===== config.mk =====
export PLATFORM = sky130hd
export DESIGN_NAME = pic_host_sequencer
export DESIGN_NICKNAME = d
export VERILOG_FILES = /design/src/rtl/pic_host_sequencer.sv
export SDC_FILE = /design/constraint.sdc
export NUM_CORES = 1
export LEC_CHECK = 0
export ABC_AREA = 0
export CORE_ASPECT_RATIO = 0.7
export CORE_MARGIN = 2
export CORE_UTILIZATION = 45
export CTS_CLUSTER_DIAMETER = 100
export DETAILED_ROUTE_END_ITERATION = 12
export GPL_ROUTABILITY_DRIVEN = 1
export MAX_ROUTING_LAYER = met4
export PLACE_DENSITY = 0.69
export REMOVE_ABC_BUFFERS = 1
export SYNTH_ARGS = -nofsm -noshare
export SYNTH_HDL_FRONTEND = slang
export SYNTH_SLANG_ARGS = --single-unit

===== constraint.sdc =====
create_clock -name clk -period 2.45 [get_ports clk]
set_clock_uncertainty 0.15 [all_clocks]
set_input_delay 0.3675 -clock clk [delete_from_list [all_inputs] [get_ports clk]]
set_output_delay 0.3675 -clock clk [all_outputs]
set_load 0.02 [all_outputs]

===== src/rtl/pic_host_sequencer.sv =====
// Host-side initiator for the 8259-style PIC: init word programming, INTA acknowledge, EOI and
// software writes. Optional VEC_CHECK_EN adds vec_err to reject vectors outside the ICW2 base.
module pic_host_sequencer #(
  parameter logic [7:0]  ICW1_VAL   = 8'h13,
  parameter logic [7:0]  ICW2_VAL   = 8'h40,
  parameter logic [7:0]  ICW3_VAL   = 8'h00,
  parameter logic [7:0]  ICW4_VAL   = 8'h03,
  parameter logic [7:0]  OCW1_VAL   = 8'h00,
  parameter int unsigned WR_PULSE   = 2,
  parameter int unsigned INTA_PULSE = 2,
  parameter int unsigned INTA_GAP   = 2
) (
  input  logic       clk,
  input  logic       rst_n,
  input  logic       INT,
  input  logic [7:0] D_in,
  output logic [7:0] D_out,
  output logic       D_oe,
  output logic       A0,
  output logic       WR_n,
  output logic       INTA_n,
  output logic       init_done,
  input  logic       eoi_req,
  input  logic       sw_wr_req,
  input  logic       sw_a0,
  input  logic [7:0] sw_data,
  output logic       sw_wr_ack,
  output logic       vec_valid,
  output logic [7:0] vec,
`ifdef VEC_CHECK_EN
  output logic       vec_err,
`endif
  output logic       busy
);

  typedef enum logic [3:0] {
    StInitIcw1, StInitIcw2, StInitIcw3, StInitIcw4, StInitOcw1, StIdle,
    StWrSetup, StWrStrobe, StWrHold, StAck1, StGap, StAck2, StAckEnd
  } state_e;

  localparam state_e AfterIcw2 = !ICW1_VAL[1] ? StInitIcw3 :
                                 (ICW1_VAL[0] ? StInitIcw4 : StInitOcw1);
  localparam state_e AfterIcw3 = ICW1_VAL[0] ? StInitIcw4 : StInitOcw1;

  localparam logic [7:0] WrLast   = 8'(WR_PULSE - 1);
  localparam logic [7:0] PulseLast = 8'(INTA_PULSE - 1);
  localparam logic [7:0] GapLast  = 8'(INTA_GAP - 1);
  localparam logic [7:0] OcwEoi   = 8'h20;

  state_e     state_q, state_d, ret_q, ret_d;
  logic [7:0] cnt_q, cnt_d;
  logic       wr_a0_q, wr_a0_d;
  logic [7:0] wr_data_q, wr_data_d;
  logic       wr_sw_q, wr_sw_d;
  logic       int_s1_q, int_s2_q, armed_q;
  logic       eoi_stg_q, eoi_pend_q;
  logic       sw_stg_q, sw_stg_a0_q, sw_pend_q, sw_a0_q;
  logic [7:0] sw_stg_data_q, sw_data_q;
  logic       init_done_q, sw_wr_ack_q, vec_valid_q;
  logic [7:0] vec_q;
  logic       ack_start, eoi_start, sw_start, vec_capture;

  logic [7:0] d_out;
  logic       d_oe, a0, wr_n, inta_n;

  // Bus decode straight from state; gated with rst_n so strobes drop the instant reset asserts.
  always_comb begin
    d_out  = 8'h00;
    d_oe   = 1'b0;
    a0     = 1'b0;
    wr_n   = 1'b1;
    inta_n = 1'b1;
    unique case (state_q)
      StInitIcw1: begin d_oe = 1'b1; d_out = ICW1_VAL; a0 = 1'b0; end
      StInitIcw2: begin d_oe = 1'b1; d_out = ICW2_VAL; a0 = 1'b1; end
      StInitIcw3: begin d_oe = 1'b1; d_out = ICW3_VAL; a0 = 1'b1; end
      StInitIcw4: begin d_oe = 1'b1; d_out = ICW4_VAL; a0 = 1'b1; end
      StInitOcw1: begin d_oe = 1'b1; d_out = OCW1_VAL; a0 = 1'b1; end
      StWrSetup, StWrHold: begin d_oe = 1'b1; d_out = wr_data_q; a0 = wr_a0_q; end
      StWrStrobe: begin d_oe = 1'b1; d_out = wr_data_q; a0 = wr_a0_q; wr_n = 1'b0; end
      StAck1, StAck2: inta_n = 1'b0;
      default: ;
    endcase
  end

  assign D_out  = rst_n ? d_out : 8'h00;
  assign D_oe   = rst_n & d_oe;
  assign A0     = rst_n & a0;
  assign WR_n   = ~rst_n | wr_n;
  assign INTA_n = ~rst_n | inta_n;
  assign busy   = rst_n & (state_q != StIdle);

  always_comb begin
    state_d   = state_q;
    ret_d     = ret_q;
    cnt_d     = cnt_q;
    wr_a0_d   = wr_a0_q;
    wr_data_d = wr_data_q;
    wr_sw_d   = wr_sw_q;
    ack_start = 1'b0;
    eoi_start = 1'b0;
    sw_start  = 1'b0;
    vec_capture = 1'b0;
    unique case (state_q)
      StInitIcw1, StInitIcw2, StInitIcw3, StInitIcw4, StInitOcw1: begin
        // Init states are the setup cycle of their own write; latch the word for strobe/hold.
        state_d   = StWrStrobe;
        cnt_d     = 8'd0;
        wr_a0_d   = a0;
        wr_data_d = d_out;
        wr_sw_d   = 1'b0;
        unique case (state_q)
          StInitIcw1: ret_d = StInitIcw2;
          StInitIcw2: ret_d = AfterIcw2;
          StInitIcw3: ret_d = AfterIcw3;
          StInitIcw4: ret_d = StInitOcw1;
          default:    ret_d = StIdle;
        endcase
      end
      StIdle: begin
        if (int_s2_q && armed_q) begin
          ack_start = 1'b1;
          cnt_d     = 8'd0;
          state_d   = StAck1;
        end else if (eoi_pend_q) begin
          eoi_start = 1'b1;
          wr_a0_d   = 1'b0;
          wr_data_d = OcwEoi;
          wr_sw_d   = 1'b0;
          ret_d     = StIdle;
          state_d   = StWrSetup;
        end else if (sw_pend_q) begin
          sw_start  = 1'b1;
          wr_a0_d   = sw_a0_q;
          wr_data_d = sw_data_q;
          wr_sw_d   = 1'b1;
          ret_d     = StIdle;
          state_d   = StWrSetup;
        end
      end
      StWrSetup: begin
        cnt_d   = 8'd0;
        state_d = StWrStrobe;
      end
      StWrStrobe: begin
        if (cnt_q == WrLast) state_d = StWrHold;
        else cnt_d = cnt_q + 8'd1;
      end
      StWrHold: state_d = ret_q;
      StAck1: begin
        if (cnt_q == PulseLast) begin
          cnt_d   = 8'd0;
          state_d = StGap;
        end else cnt_d = cnt_q + 8'd1;
      end
      StGap: begin
        if (cnt_q == GapLast) begin
          cnt_d   = 8'd0;
          state_d = StAck2;
        end else cnt_d = cnt_q + 8'd1;
      end
      StAck2: begin
        if (cnt_q == PulseLast) begin
          vec_capture = 1'b1;
          state_d     = StAckEnd;
        end else cnt_d = cnt_q + 8'd1;
      end
      StAckEnd: state_d = StIdle;
      default:  state_d = StInitIcw1;
    endcase
  end

  always_ff @(posedge clk or negedge rst_n) begin
    if (!rst_n) begin
      state_q       <= StInitIcw1;
      ret_q         <= StInitIcw2;
      cnt_q         <= 8'd0;
      wr_a0_q       <= 1'b0;
      wr_data_q     <= 8'h00;
      wr_sw_q       <= 1'b0;
      int_s1_q      <= 1'b0;
      int_s2_q      <= 1'b0;
      armed_q       <= 1'b1;
      eoi_stg_q     <= 1'b0;
      eoi_pend_q    <= 1'b0;
      sw_stg_q      <= 1'b0;
      sw_stg_a0_q   <= 1'b0;
      sw_stg_data_q <= 8'h00;
      sw_pend_q     <= 1'b0;
      sw_a0_q       <= 1'b0;
      sw_data_q     <= 8'h00;
      init_done_q   <= 1'b0;
      sw_wr_ack_q   <= 1'b0;
      vec_valid_q   <= 1'b0;
      vec_q         <= 8'h00;
`ifdef VEC_CHECK_EN
      vec_err       <= 1'b0;
`endif
    end else begin
      state_q   <= state_d;
      ret_q     <= ret_d;
      cnt_q     <= cnt_d;
      wr_a0_q   <= wr_a0_d;
      wr_data_q <= wr_data_d;
      wr_sw_q   <= wr_sw_d;
      int_s1_q  <= INT;
      int_s2_q  <= int_s1_q;
      // One request stage matches the INT synchroniser, so same-cycle events arbitrate fairly.
      eoi_stg_q <= eoi_req;
      sw_stg_q  <= sw_wr_req;
      if (sw_wr_req) begin
        sw_stg_a0_q   <= sw_a0;
        sw_stg_data_q <= sw_data;
      end
      if (ack_start)      armed_q <= 1'b0;
      else if (!int_s2_q) armed_q <= 1'b1;
      if (eoi_start)      eoi_pend_q <= 1'b0;
      else if (eoi_stg_q) eoi_pend_q <= 1'b1;
      if (sw_start) sw_pend_q <= 1'b0;
      else if (sw_stg_q && !sw_pend_q) begin
        sw_pend_q <= 1'b1;
        sw_a0_q   <= sw_stg_a0_q;
        sw_data_q <= sw_stg_data_q;
      end
      if (state_q == StWrHold && ret_q == StIdle) init_done_q <= 1'b1;
      sw_wr_ack_q <= (state_q == StWrHold) && wr_sw_q;
      vec_valid_q <= 1'b0;
`ifdef VEC_CHECK_EN
      vec_err <= 1'b0;
      if (vec_capture) begin
        if (D_in[7:3] != ICW2_VAL[7:3]) vec_err <= 1'b1;
        else begin
          vec_q       <= D_in;
          vec_valid_q <= 1'b1;
        end
      end
`else
      if (vec_capture) begin
        vec_q       <= D_in;
        vec_valid_q <= 1'b1;
      end
`endif
    end
  end

  assign init_done = init_done_q;
  assign sw_wr_ack = sw_wr_ack_q;
  assign vec_valid = vec_valid_q;
  assign vec       = vec_q;

endmodule

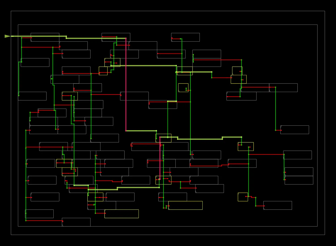
Figure 1: clock wiring as the flow saved it.
Power Clock: 0.00103 W
CLK BUF: 10

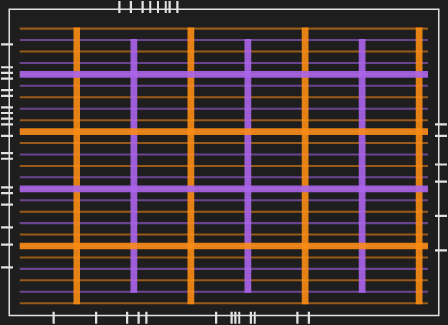
Figure 2: power grid.
Pins as bars on the die edge.
[VDD] purple
[VSS] orange
met4 straps: 7
met1 rails: 25
signal pins: 46
rows: 24

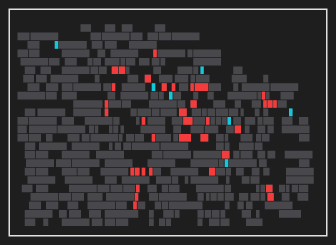
Figure 3: selected gate families.
[inv cells] cyan | cells: 7
[nand cells] red | cells: 35

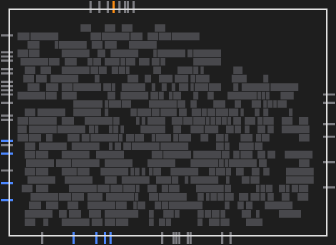
Figure 4: pin placement.
Pins as bars across the die edge, other pins in grey.
[`sw_data`] blue | pins: 8 | direction: input | edge: 4 west, 4 south
[`vec_valid`] orange | pins: 1 | direction: output | edge: north
all pins by edge: 19 west, 13 south, 8 north, 6 east

## worst paths after layout
| kind | cells past startpoint | startpoint | to | slack, ns |
|---|---|---|---|---|
| max in group asynchronous | 3 | rst_n | ret_q[2] | 1.26 |
| max reg2reg | 5 | state_q[1] | wr_data_q[6] | 0.33 |
| min | 2 | rst_n | ret_q[0] | 0.08 |
| min reg2reg | 0 | int_s1_q | int_s2_q | 0.20 |
| max | 5 | state_q[2] | D_out[0] | 0.09 |
| min in group clk | 0 | int_s1_q | int_s2_q | 0.20 |
## cell type report
cell class	count	area share (%)
Clock inverter	6	2.42
Multi-Input combinational cell	185	35.5
Sequential cell	61	39.5
Inverter	7	0.678
Clock buffer	10	3.55
Tap cell	91	2.94
Timing Repair Buffer	66	15.5
## Yosys cell counts (4+ instances only)
library cell	instances	area share (%)
nor3_1	4	0.67
nand2b_1	5	1.0
inv_1	7	0.87
a31oi_1	4	0.83
a21oi_1	18	3.0
dfrtp_1	59	49
o21ai_0	8	1.3
buf_2	8	1.3
clkbuf_1	8	1.0
and2_1	9	1.9
nor2b_1	9	1.9
o31ai_1	4	1.0
nor2_1	17	2.1
mux2_2	29	11
nand2_1	18	2.2
## timing repair
action / CTS / global route
hold buffers: 3 / 0
endpoints found under the setup margin: 12 / 10
hold endpoints to repair: 12 / 0
gates resized: 14 / 14
## layout by cell type (no fill, tap or decap), drive strengths merged, types with 4 or more instances in the layout
cell / count
dlygate4sd2: 6
or4: 4
clkdlybuf4s50: 31
o31ai: 4
o21ai: 8
inv: 8
nand2b: 5
a31oi: 4
dfrtp: 59
nor2: 17
a21oi: 19
nor2b: 9
and2: 9
clkbuf: 15
buf: 19
nor3: 4
mux2: 29
nand2: 18
nand4: 4
==> impl_metrics.ini <==
; generated from flow reports
[yosys]
synth_area_per_cell_um2 = 11.1
synth.logic.top_family = AND-OR/OR-AND gates
ys_sh_mux_pct = 10.8
edf_count = 0
fa_ha_area_share_pct = 0.831
ys_ff = 61
synth_cells = 271
synth-xor-area-share_pct = 0.291
yosys.stat.chipArea_mm2 = 0.00301
syn_area_mm2 = 0.00301
ys_sh_simple_pct = 16.5
compound_area_share_pct = 16.9
async_flop_share_pct = 100

[cells_and_area]
finish.instance_area_mm2 = 0.00387
synthToLayoutAreaGrowth_pct = 28.7
fillers = 543
seq_area_mm2 = 0.00153
finalNonFillerCells = 426
antennaDiodeCount = 0
logic_area_mm2 = 0.00137
fin_util_pct = 61.2

[clocking]
clockBufferDepth = 2
clock_latency_ns = 0.34
numCtsBuffers = 9
cts_root_buf = clkbuf_8
cts.htree.levels = 3

[pwr]
p_int_w = 0.00289
p_leak_nw = 1.64
irDropWorstVdd_uv = 558
switchingPower_w = 0.00177
comb_power_w = 0.00208
switching_share_pct = 38.0
seq_power_share_pct = 33.3
p_per_area_mw_per_mm2 = 1200
largestPowerGroup = combinational cells
pwr-share-comb_pct = 44.6

[final_timing]
final-hold-violation-count = 0
tns_ns = 0
rsz0062_at_grt = true
slew-limit-headroom_pct = 60.4
period_minus_slack_ns = 2.36
tightest_slew_ns = 0.591
fmax_mhz = 424
finalSetupViolCount = 0

[routing]
first_pass_iters = 6
wl_met3_um = 416
routed_wl_um = 6670
drt_iter0_drc = 175
wl_met2_um = 2870
route.detailed.drc = 0
avgViaCountPerCell = 5.42
postRouteAntennaNets = 0
wl_met1_um = 3340

[floorplan]
die_w_um = 102
fp_util_pct = 47.5
num_rows = 24
ioPinCount = 46
fp.dieArea_mm2 = 0.00737
core-area_mm2 = 0.00634

[global_route]
grt_antenna_before_repair = 0
grt_max_degree = 38
grt.total_usage_pct = 21.5
met2_usage_pct = 28.6
grt_pass1_vias = 2304
grtUsageMet3_pct = 7.03
use_met1_pct = 30.9
grt_pass1_wl_um = 11600
grt-ovfl-total = 0

[status]
status = finished clean

[setup_path]
critical_path_peak_fanout = 7
crit_required_ns = 1.93
endpoint_kind = output pin
cp_top_family = simple AND/OR/NAND/NOR gates
crit_path_top_delay_cell = dfrtp_1

[place]
place_area_mm2 = 0.00363
dp_hpwl_um = 4740

[flow_run]
warnings = 27

[worst_hold_path]
min_path_type = input pin to async pin
Power figures rest on the tool's default switching activity, not on a simulated workload.
